Fig. 1: run 1, gate families picked out
Drawn at 12 px/µm.
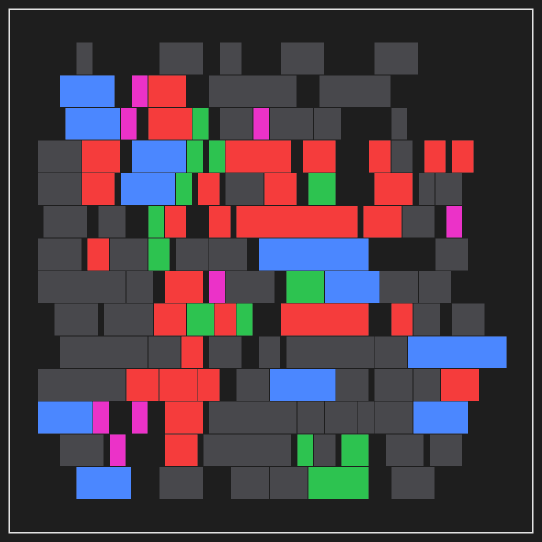
Fig. 2: run 1, port wiring
Drawn at 12 px/µm.
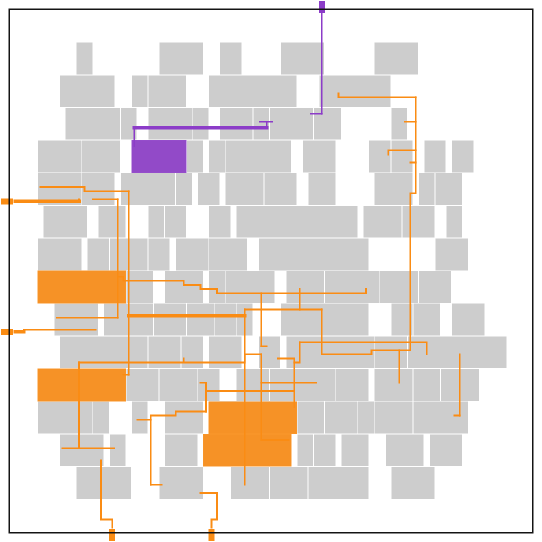
Fig. 3: run 1, M2 wires
Drawn at 6 px/µm. Cells faint in the background.
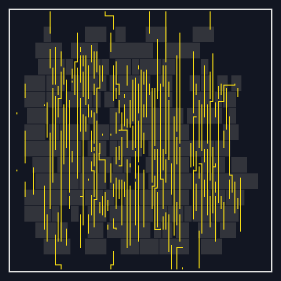
Fig. 4: run 1, routing congestion map
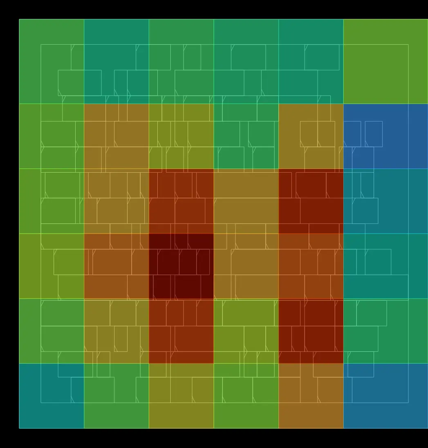
**config.mk**
```make
export PLATFORM = sky130hd
export DESIGN_NAME = vending_credit_flat
export DESIGN_NICKNAME = d
export VERILOG_FILES = /design/src/rtl/vending_credit_if.sv /design/src/rtl/vending_credit.sv /design/src/flat_wrapper.sv
export SDC_FILE = /design/constraint.sdc
export NUM_CORES = 1
export LEC_CHECK = 0
export ABC_AREA = 0
export CAP_MARGIN = 5
export CORE_MARGIN = 2
export CORE_UTILIZATION = 50
export DETAILED_ROUTE_END_ITERATION = 8
export MAX_ROUTING_LAYER = met4
export PLACE_DENSITY_LB_ADDON = 0.2
export SETUP_SLACK_MARGIN = 0.4
export SYNTH_ARGS = -nofsm -noshare
export SYNTH_HDL_FRONTEND = slang
export SYNTH_SLANG_ARGS = --single-unit
```
**constraint.sdc**
```tcl
create_clock -name clk -period 3.5 [get_ports clk]
set_clock_uncertainty 0.05 [all_clocks]
set_input_delay 0.525 -clock clk [delete_from_list [all_inputs] [get_ports clk]]
set_output_delay 0.525 -clock clk [all_outputs]
set_load 0.02 [all_outputs]
```
**src/rtl/vending_credit_if.sv**
```systemverilog
// Coin-acceptor / change-dispenser / display signal bundle for vending_credit.
// slave = vending_credit side, master = surrounding logic (acceptor, dispenser, display).
interface vending_credit_if #(
   parameter int unsigned CREDIT_W = 4
);
   logic                nickel;
   logic                dime;
   logic                quarter;
   logic                cancel;
   logic                change_ready;
   logic                soda;
   logic                change_valid;
   logic                change_dime;
   logic                coin_reject;
   logic [CREDIT_W-1:0] credit;
   logic                busy;

   modport slave (
      input  nickel, dime, quarter, cancel, change_ready,
      output soda, change_valid, change_dime, coin_reject, credit, busy
   );

   modport master (
      output nickel, dime, quarter, cancel, change_ready,
      input  soda, change_valid, change_dime, coin_reject, credit, busy
   );
endinterface

```
**src/rtl/vending_credit.sv**
```systemverilog
// Credit-counting vending controller: vend at PRICE, refund/change as a serial coin stream.
// Optional dime change selected by macro VENDING_DIME_CHANGE_EN (default: nickels only).
module vending_credit #(
   parameter int unsigned CREDIT_W = 4,
   parameter int unsigned PRICE    = 4
) (
   input logic            clk,
   input logic            rst,
   vending_credit_if.slave bus
);

   typedef enum logic [1:0] {
      StIdle   = 2'b00,
      StVend   = 2'b01,
      StChange = 2'b10
   } state_e;

   localparam logic [CREDIT_W:0] PriceW  = (CREDIT_W+1)'(PRICE);
   localparam logic [CREDIT_W:0] MaxCred = {1'b0, {CREDIT_W{1'b1}}};

   state_e              state_q, state_d;
   logic [CREDIT_W-1:0] credit_q, credit_d;
   logic                coin_reject_q, coin_reject_d;

   logic                coin;
   logic [CREDIT_W:0]   coin_val;
   logic [CREDIT_W:0]   sum;
   logic                offer_dime;
   logic                offer_valid;
   logic [CREDIT_W-1:0] dec;

   // Nickel > dime > quarter when several strobes coincide
   always_comb begin
      coin_val = '0;
      if (bus.nickel) begin
         coin_val = (CREDIT_W+1)'(1);
      end else if (bus.dime) begin
         coin_val = (CREDIT_W+1)'(2);
      end else if (bus.quarter) begin
         coin_val = (CREDIT_W+1)'(5);
      end
   end

   assign coin        = bus.nickel | bus.dime | bus.quarter;
   assign sum         = {1'b0, credit_q} + coin_val;
   assign offer_valid = (state_q == StChange) && (credit_q != '0);

`ifdef VENDING_DIME_CHANGE_EN
   assign offer_dime = offer_valid && (credit_q >= CREDIT_W'(2));
`else
   assign offer_dime = 1'b0;
`endif

   assign dec = offer_dime ? CREDIT_W'(2) : CREDIT_W'(1);

   always_comb begin
      state_d       = state_q;
      credit_d      = credit_q;
      coin_reject_d = 1'b0;
      unique case (state_q)
         StIdle: begin
            if (bus.cancel) begin
               coin_reject_d = coin;
               if (credit_q != '0) begin
                  state_d = StChange;
               end
            end else if (coin) begin
               if (sum > MaxCred) begin
                  coin_reject_d = 1'b1;
               end else if (sum >= PriceW) begin
                  credit_d = CREDIT_W'(sum - PriceW);
                  state_d  = StVend;
               end else begin
                  credit_d = CREDIT_W'(sum);
               end
            end
         end
         StVend: begin
            coin_reject_d = coin;
            state_d       = (credit_q != '0) ? StChange : StIdle;
         end
         StChange: begin
            coin_reject_d = coin;
            if (credit_q == '0) begin
               state_d = StIdle;
            end else if (bus.change_ready) begin
               credit_d = credit_q - dec;
               if (credit_q == dec) begin
                  state_d = StIdle;
               end
            end
         end
         default: begin
            state_d  = StIdle;
            credit_d = '0;
         end
      endcase
   end

   always_ff @(posedge clk) begin
      if (rst) begin
         state_q       <= StIdle;
         credit_q      <= '0;
         coin_reject_q <= 1'b0;
      end else begin
         state_q       <= state_d;
         credit_q      <= credit_d;
         coin_reject_q <= coin_reject_d;
      end
   end

   assign bus.soda         = (state_q == StVend);
   assign bus.busy         = (state_q == StVend) || (state_q == StChange);
   assign bus.change_valid = offer_valid;
   assign bus.change_dime  = offer_dime;
   assign bus.coin_reject  = coin_reject_q;
   assign bus.credit       = credit_q;

endmodule

```
**src/flat_wrapper.sv**
```systemverilog
// flat-port wrapper written by rule: the top's interface ports become plain ports
module vending_credit_flat 
#(
   parameter int unsigned CREDIT_W = 4,
   parameter int unsigned PRICE    = 4
)
  (clk, rst, bus_nickel, bus_dime, bus_quarter, bus_cancel, bus_change_ready, bus_soda, bus_change_valid, bus_change_dime, bus_coin_reject, bus_credit, bus_busy);
  vending_credit_if #(.CREDIT_W(CREDIT_W)) bus_i ();
  input logic clk;
  input logic rst;
  input wire logic [$bits(bus_i.nickel)-1:0] bus_nickel;
  input wire logic [$bits(bus_i.dime)-1:0] bus_dime;
  input wire logic [$bits(bus_i.quarter)-1:0] bus_quarter;
  input wire logic [$bits(bus_i.cancel)-1:0] bus_cancel;
  input wire logic [$bits(bus_i.change_ready)-1:0] bus_change_ready;
  output wire logic [$bits(bus_i.soda)-1:0] bus_soda;
  output wire logic [$bits(bus_i.change_valid)-1:0] bus_change_valid;
  output wire logic [$bits(bus_i.change_dime)-1:0] bus_change_dime;
  output wire logic [$bits(bus_i.coin_reject)-1:0] bus_coin_reject;
  output wire logic [$bits(bus_i.credit)-1:0] bus_credit;
  output wire logic [$bits(bus_i.busy)-1:0] bus_busy;
  assign bus_i.nickel = bus_nickel;
  assign bus_i.dime = bus_dime;
  assign bus_i.quarter = bus_quarter;
  assign bus_i.cancel = bus_cancel;
  assign bus_i.change_ready = bus_change_ready;
  assign bus_soda = bus_i.soda;
  assign bus_change_valid = bus_i.change_valid;
  assign bus_change_dime = bus_i.change_dime;
  assign bus_coin_reject = bus_i.coin_reject;
  assign bus_credit = bus_i.credit;
  assign bus_busy = bus_i.busy;
  vending_credit #(.CREDIT_W(CREDIT_W), .PRICE(PRICE)) u_core (.clk(clk), .rst(rst), .bus(bus_i));
endmodule
```
==> results.json, run 1 <==
{
  "grt_pass1_vias": 721,
  "rsz0062_at_grt": "true",
  "dr.pass1.iters": 4,
  "path_max_fanout": 3,
  "wl_met2_mm": 1.03,
  "cts.sinks": 7,
  "drtAntennaViolNets": 0,
  "grt_pass1_wl_mm": 3.15,
  "edf_count": 0,
  "drive_gt1_share_pct": 25.0,
  "r2r_setup_slack_ps": 700,
  "rr_worst_depth": 11,
  "area_growth_pct": 38.8,
  "critPathLaunchType": "input port",
  "power_density_mw_per_mm2": 813,
  "clock.fmax_mhz": 335,
  "status": "completed",
  "slew_viol_final": 0,
  "place_hpwl_mm": 1.49,
  "vias": 815,
  "dieWidth_um": 43.5,
  "power.total_uw": 880,
  "wl_met1_um": 876,
  "insertion_delay_ps": 270,
  "htree_levels": 1,
  "hold_start": "u_core.state_q[1]$_SDFFE_PP0P_",
  "num_rows": 14,
  "numCtsBuffers": 3
}
-- Fig. 1 (at the start) --
[magenta] inv cells | cells: 8 | most used: inv_1
[red] aoi and oai cells | cells: 29 | most used: a21oi_1
[green] nand cells | cells: 13 | most used: nand2_1
[blue] fa/ha/maj cells | cells: 11 | most used: ha_1
Top cell excl fill/tap: clkdlybuf4s50_1
Layout Cells excl Fill: 136
logic share of the area: 60.2%

-- Fig. 2 (at the start) --
[purple] bus_busy | bits: 1 | direction: output | end cells: 1 | buffers: 1 | wire: 23.4 µm
[orange] bus_credit | bits: 4 | direction: output | end cells: 4 | buffers: 4 | wire: 260 µm
IO buf count: 14
Ports: 16

-- Fig. 3 (at the start) --
wire length on this layer: 1030 µm
nets with wire on the layer: 122
share of all routed wire: 50%

-- Fig. 4 (at the start) --
WL/cell: 15.0 µm
met3 usage: 4.58%
GR Util met2: 37.3%

[run 1: sequential cells by signal, indices dropped and copies added (netlist names)]
register and flops:
u_core.bus.credit 4, u_core.state_q 2, u_core.bus.coin_reject 1
[run 1: cell usage after synthesis (2+ instances only)]
cell	number	area share (%)
a22oi_1	2	1.9
nor2b_1	3	2.4
a311oi_1	3	3.4
a21oi_1	10	6.4
nand2_1	7	3.4
or3b_1	2	2.2
nor3_1	3	1.9
and2_1	2	1.6
inv_1	8	3.9
buf_2	2	1.3
o31ai_1	3	2.9
o21ai_1	3	1.9
nand2b_1	3	2.4
dfxtp_1	7	18
ha_1	10	16
nor2_1	4	1.9
[run 1: metrics by stage]
step | std cells | setup TNS (ps) | setup slack (ps) | hold WS [ps] | utilization [%]
floorplan | 97 | 0 | 489 | 469 | -
global placement | 129 | -350 | -134 | 504 | 65.0
detailed placement | 129 | -1010 | -204 | 515 | 65.0
CTS | 136 | 0 | 433 | 522 | 70.3
global route | 136 | 0 | 343 | 553 | 72.7
finish | 136 | 0 | 518 | 523 | 72.7
[run 1: kinds of logic after synthesis]
group / Yosys count / synth area share [%]
simple gates: 32 / 23.3
compound gates: 30 / 28.9
buf+inv: 13 / 7.06
fa+ha+maj: 11 / 18.6
flops: 7 / 18.0
xor+xnor: 2 / 2.25
other cells: 1 / 0.481
mux: 1 / 1.44
[run 1: worst max-delay path, stage by stage]
cell	delay, ps
dlygate4sd2_1	260
nand2b_1	160
ha_2	200
fa_2	380
nor2b_2	160
or2_4	150
ha_4	140
nand4b_1	150
o211ai_1	120
or4_4	520
a222oi_1	240
a311oi_1	80
[run 1: per-layer routing]
| layer | vias up | GRT usage [%] |
|---|---|---|
| met4 | 0 | 8.48 |
| met5 | - | - |
| met1 | 380 | 27.7 |
| met2 | 29 | 37.3 |
| li1 | 399 | - |
| met3 | 7 | 4.58 |
[run 1: power breakdown]
group | leakage, nW | total [mW] | switching [mW] | internal [mW]
Combinational | 0.381 | 0.637 | 0.336 | 0.301
Sequential | 0.0577 | 0.161 | 0.0496 | 0.111
Clock | 0.0177 | 0.0817 | 0.0394 | 0.0423
Total | 0.456 | 0.880 | 0.425 | 0.454
[run 1: cell usage in the layout (no fill, tap or decap), types with 2 or more instances in the layout]
cell type and instances:
a22oi_1 2, or3b_1 2, dlygate4sd2_1 2, buf_4 10
o31ai_1 3, nand2_1 7, nor2b_1 3, clkbuf_4 3
a21oi_2 2, inv_1 8, nor2_1 3, o21ai_1 3
nor3_1 3, ha_1 8, a311oi_1 3, clkdlybuf4s50_1 11
and2_1 2, dfxtp_1 7, nand2b_1 2, a21oi_1 8
[run 1: final cells by class]
cell class	instances	area (µm²)	share of cell area [%]
multi-input cells	77	652	60.2
repair buffers	24	213	19.7
flip-flops and latches	7	140	12.9
inverters	8	30.0	2.77
clock buffers	3	22.5	2.08
well taps	16	20.0	1.85
clock inverters	1	5.00	0.462
[run 1: what timing repair did]
action                                  4_1_cts  5_1_grt
pin swaps                                     4        5
endpoints found under the setup margin        7        7
cloned                                        0        0
hold endpoints to repair                      0        0
resized                                      10        7
setup buffers                                 3        0
Fig. 5: run 1, register map, names as in the netlist
Drawn at 12 px/µm.
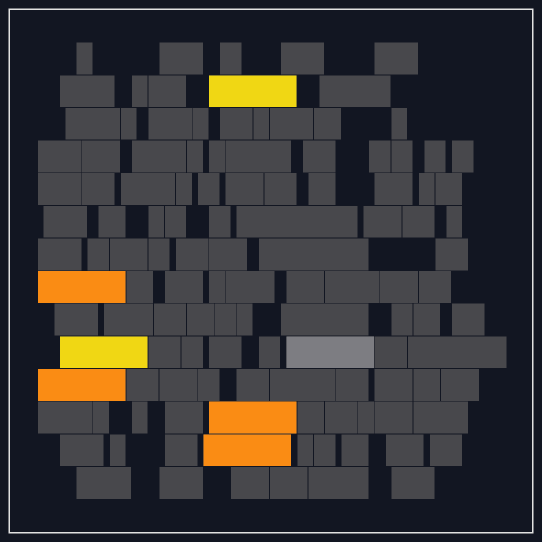

==> run 2: changes to the inputs <==
Settings changed: CELL_PAD_IN_SITES_DETAIL_PLACEMENT from default to 2, CELL_PAD_IN_SITES_GLOBAL_PLACEMENT from default to 2, CORE_ASPECT_RATIO from default to 0.5, CORE_UTILIZATION 50 to 29, SLEW_MARGIN from default to 20.
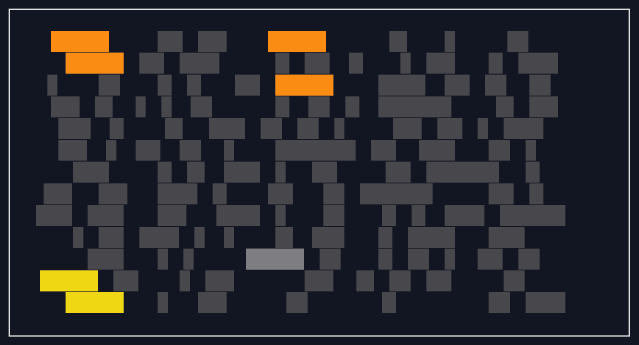
Fig. 6. Register map, names as in the netlist (run 2).
Drawn at 8 px/µm.
[yellow] u_core.state_q | sequential cells: 2
[orange] u_core.bus.credit | sequential cells: 4
not coloured: 1
flop share of the area: 11.8%
final design utilization: 46.1%
FF+latch area: 140 µm²

==> results.json, run 2 <==
{
  "status": "completed",
  "r2r_setup_slack_ps": 640,
  "rr_worst_depth": 11,
  "wire_per_inst_um": 18.6,
  "area_growth_pct": 52.0,
  "ys_top_cells_by_count": "a21oi_1 (10), ha_1 (10), inv_1 (8), dfxtp_1 (7), nand2_1 (7)",
  "path_common_cell": "ha_4",
  "slowest_stage": "or4_4",
  "grt_pass1_vias": 949,
  "clock.fmax_mhz": 342,
  "hold_start": "u_core.state_q[0]$_SDFFE_PP0P_",
  "final_cell_mix": "buf_4 (13), clkdlybuf4s50_1 (11), inv_1 (8), a21oi_1 (8)",
  "cts.sinks": 7,
  "stdcell_count": 160,
  "insertion_delay_ps": 230,
  "critical_path.top_delay_family": "simple AND/OR/NAND/NOR gates",
  "crit_path_cell_trace": "clkbuf_2 -> nand2b_4 -> buf_4 -> nor2_1 -> ha_4 -> a21oi_4 -> xnor2_2 -> ha_4 -> nand4b_1 -> o211ai_1 -> or4_4 -> a222oi_1 -> a311oi_1",
  "drive_gt1_share_pct": 32.5,
  "numCtsBuffers": 3,
  "drtAntennaViolNets": 0,
  "dieWidth_um": 77.3,
  "dp_slack_ps": -327,
  "grt_pass1_wl_mm": 4.86,
  "pwr-share-seq_pct": 17.2,
  "largest_register_ffs": 4,
  "holdWs_ps": 531,
  "rsz0062_at_grt": "false",
  "fin_ws_ps": 577,
  "critPathLaunchType": "input port"
}
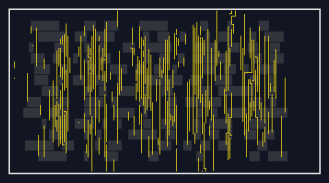
Fig. 7. M2 wires (run 2).
Drawn at 4 px/µm. Cells faint in the background.
share of all routed wire: 49%
wire length on this layer: 1440 µm
longest straight run: 27.5 µm
nets with wire on the layer: 133
main direction: vertical
final WL: 2.98 mm
vias: 842
GR Util met2: 40.0%

run 2: logic make-up after synthesis:
| logic type | after synthesis | share of synthesized area (%) |
|---|---|---|
| xor gates and xnor gates | 2 | 2.25 |
| muxes | 1 | 1.44 |
| buffers and inverters | 13 | 7.06 |
| and+or+nand+nor | 32 | 23.3 |
| adders and majority gates | 11 | 18.6 |
| other | 1 | 0.481 |
| AOI/OAI and AO/OA | 30 | 28.9 |
| DFF | 7 | 18.0 |
run 2: final cells by class:
cell class	count	area, µm²
Fill cell	289	1390
Clock buffer	4	45.0
Tap cell	37	46.3
Multi-Input combinational cell	77	701
Timing Repair Buffer	27	223
Sequential cell	7	140
Inverter	8	30.0
run 2: repair_timing:
action,in CTS,in global routing
resized,20,11
pin swaps,5,5
buffers inserted,3,0
endpoints found under the setup margin,7,7
run 2: how the worst max path moves through the flow:
stage | startpoint | to | slack (ps) | depth (start not counted)
2_1_floorplan | bus_dime | u_core.bus.credit[3]$_SDFFE_PP0P_ | 490 | 12
3_3_place_gp | bus_dime | u_core.bus.credit[2]$_SDFFE_PP0P_ | -160 | 14
3_5_place_dp | bus_dime | u_core.bus.credit[3]$_SDFFE_PP0P_ | -330 | 13
4_1_cts | bus_dime | u_core.state_q[1]$_SDFFE_PP0P_ | 440 | 13
5_1_grt | bus_dime | u_core.bus.coin_reject$_SDFF_PP0_ | 430 | 13
6_report | bus_dime | u_core.state_q[1]$_SDFFE_PP0P_ | 580 | 13
run 2: metal layers:
metal  GRT usage (%)  up-vias  wire [µm]
met4            8.04        0         39
li1                -      404          -
met3            1.98        4         36
met5               -        -          0
met2            40.0       11       1440
met1            26.2      423       1460
run 2: metrics by stage:
step / setup TNS [ps] / utilization, % / power (mW)
floorplan: 0 / - / 0.549
global placement: -592 / 39.5 / 0.729
detailed placement: -1760 / 39.5 / 0.767
CTS: 0 / 45.0 / 0.951
global route: 0 / 46.1 / 1.06
finish: 0 / 46.1 / 0.987
run 2: worst min-delay path, cell delays in order (launching register included):
cell      delay (ps)
dfxtp_1          320
inv_1            110
a221oi_1          90
run 2: power groups by stage:
| stage | clock, mW | combinational (mW) | sequential (mW) |
|---|---|---|---|
| 2_1_floorplan | 0 | 0.385 | 0.164 |
| 3_3_place_gp | 0 | 0.572 | 0.158 |
| 4_1_cts | 0.118 | 0.669 | 0.165 |
| 5_1_grt | 0.124 | 0.764 | 0.177 |
| 6_report | 0.116 | 0.701 | 0.170 |
| 3_5_place_dp | 0 | 0.603 | 0.164 |
Power is estimated from default activity; no workload was simulated.
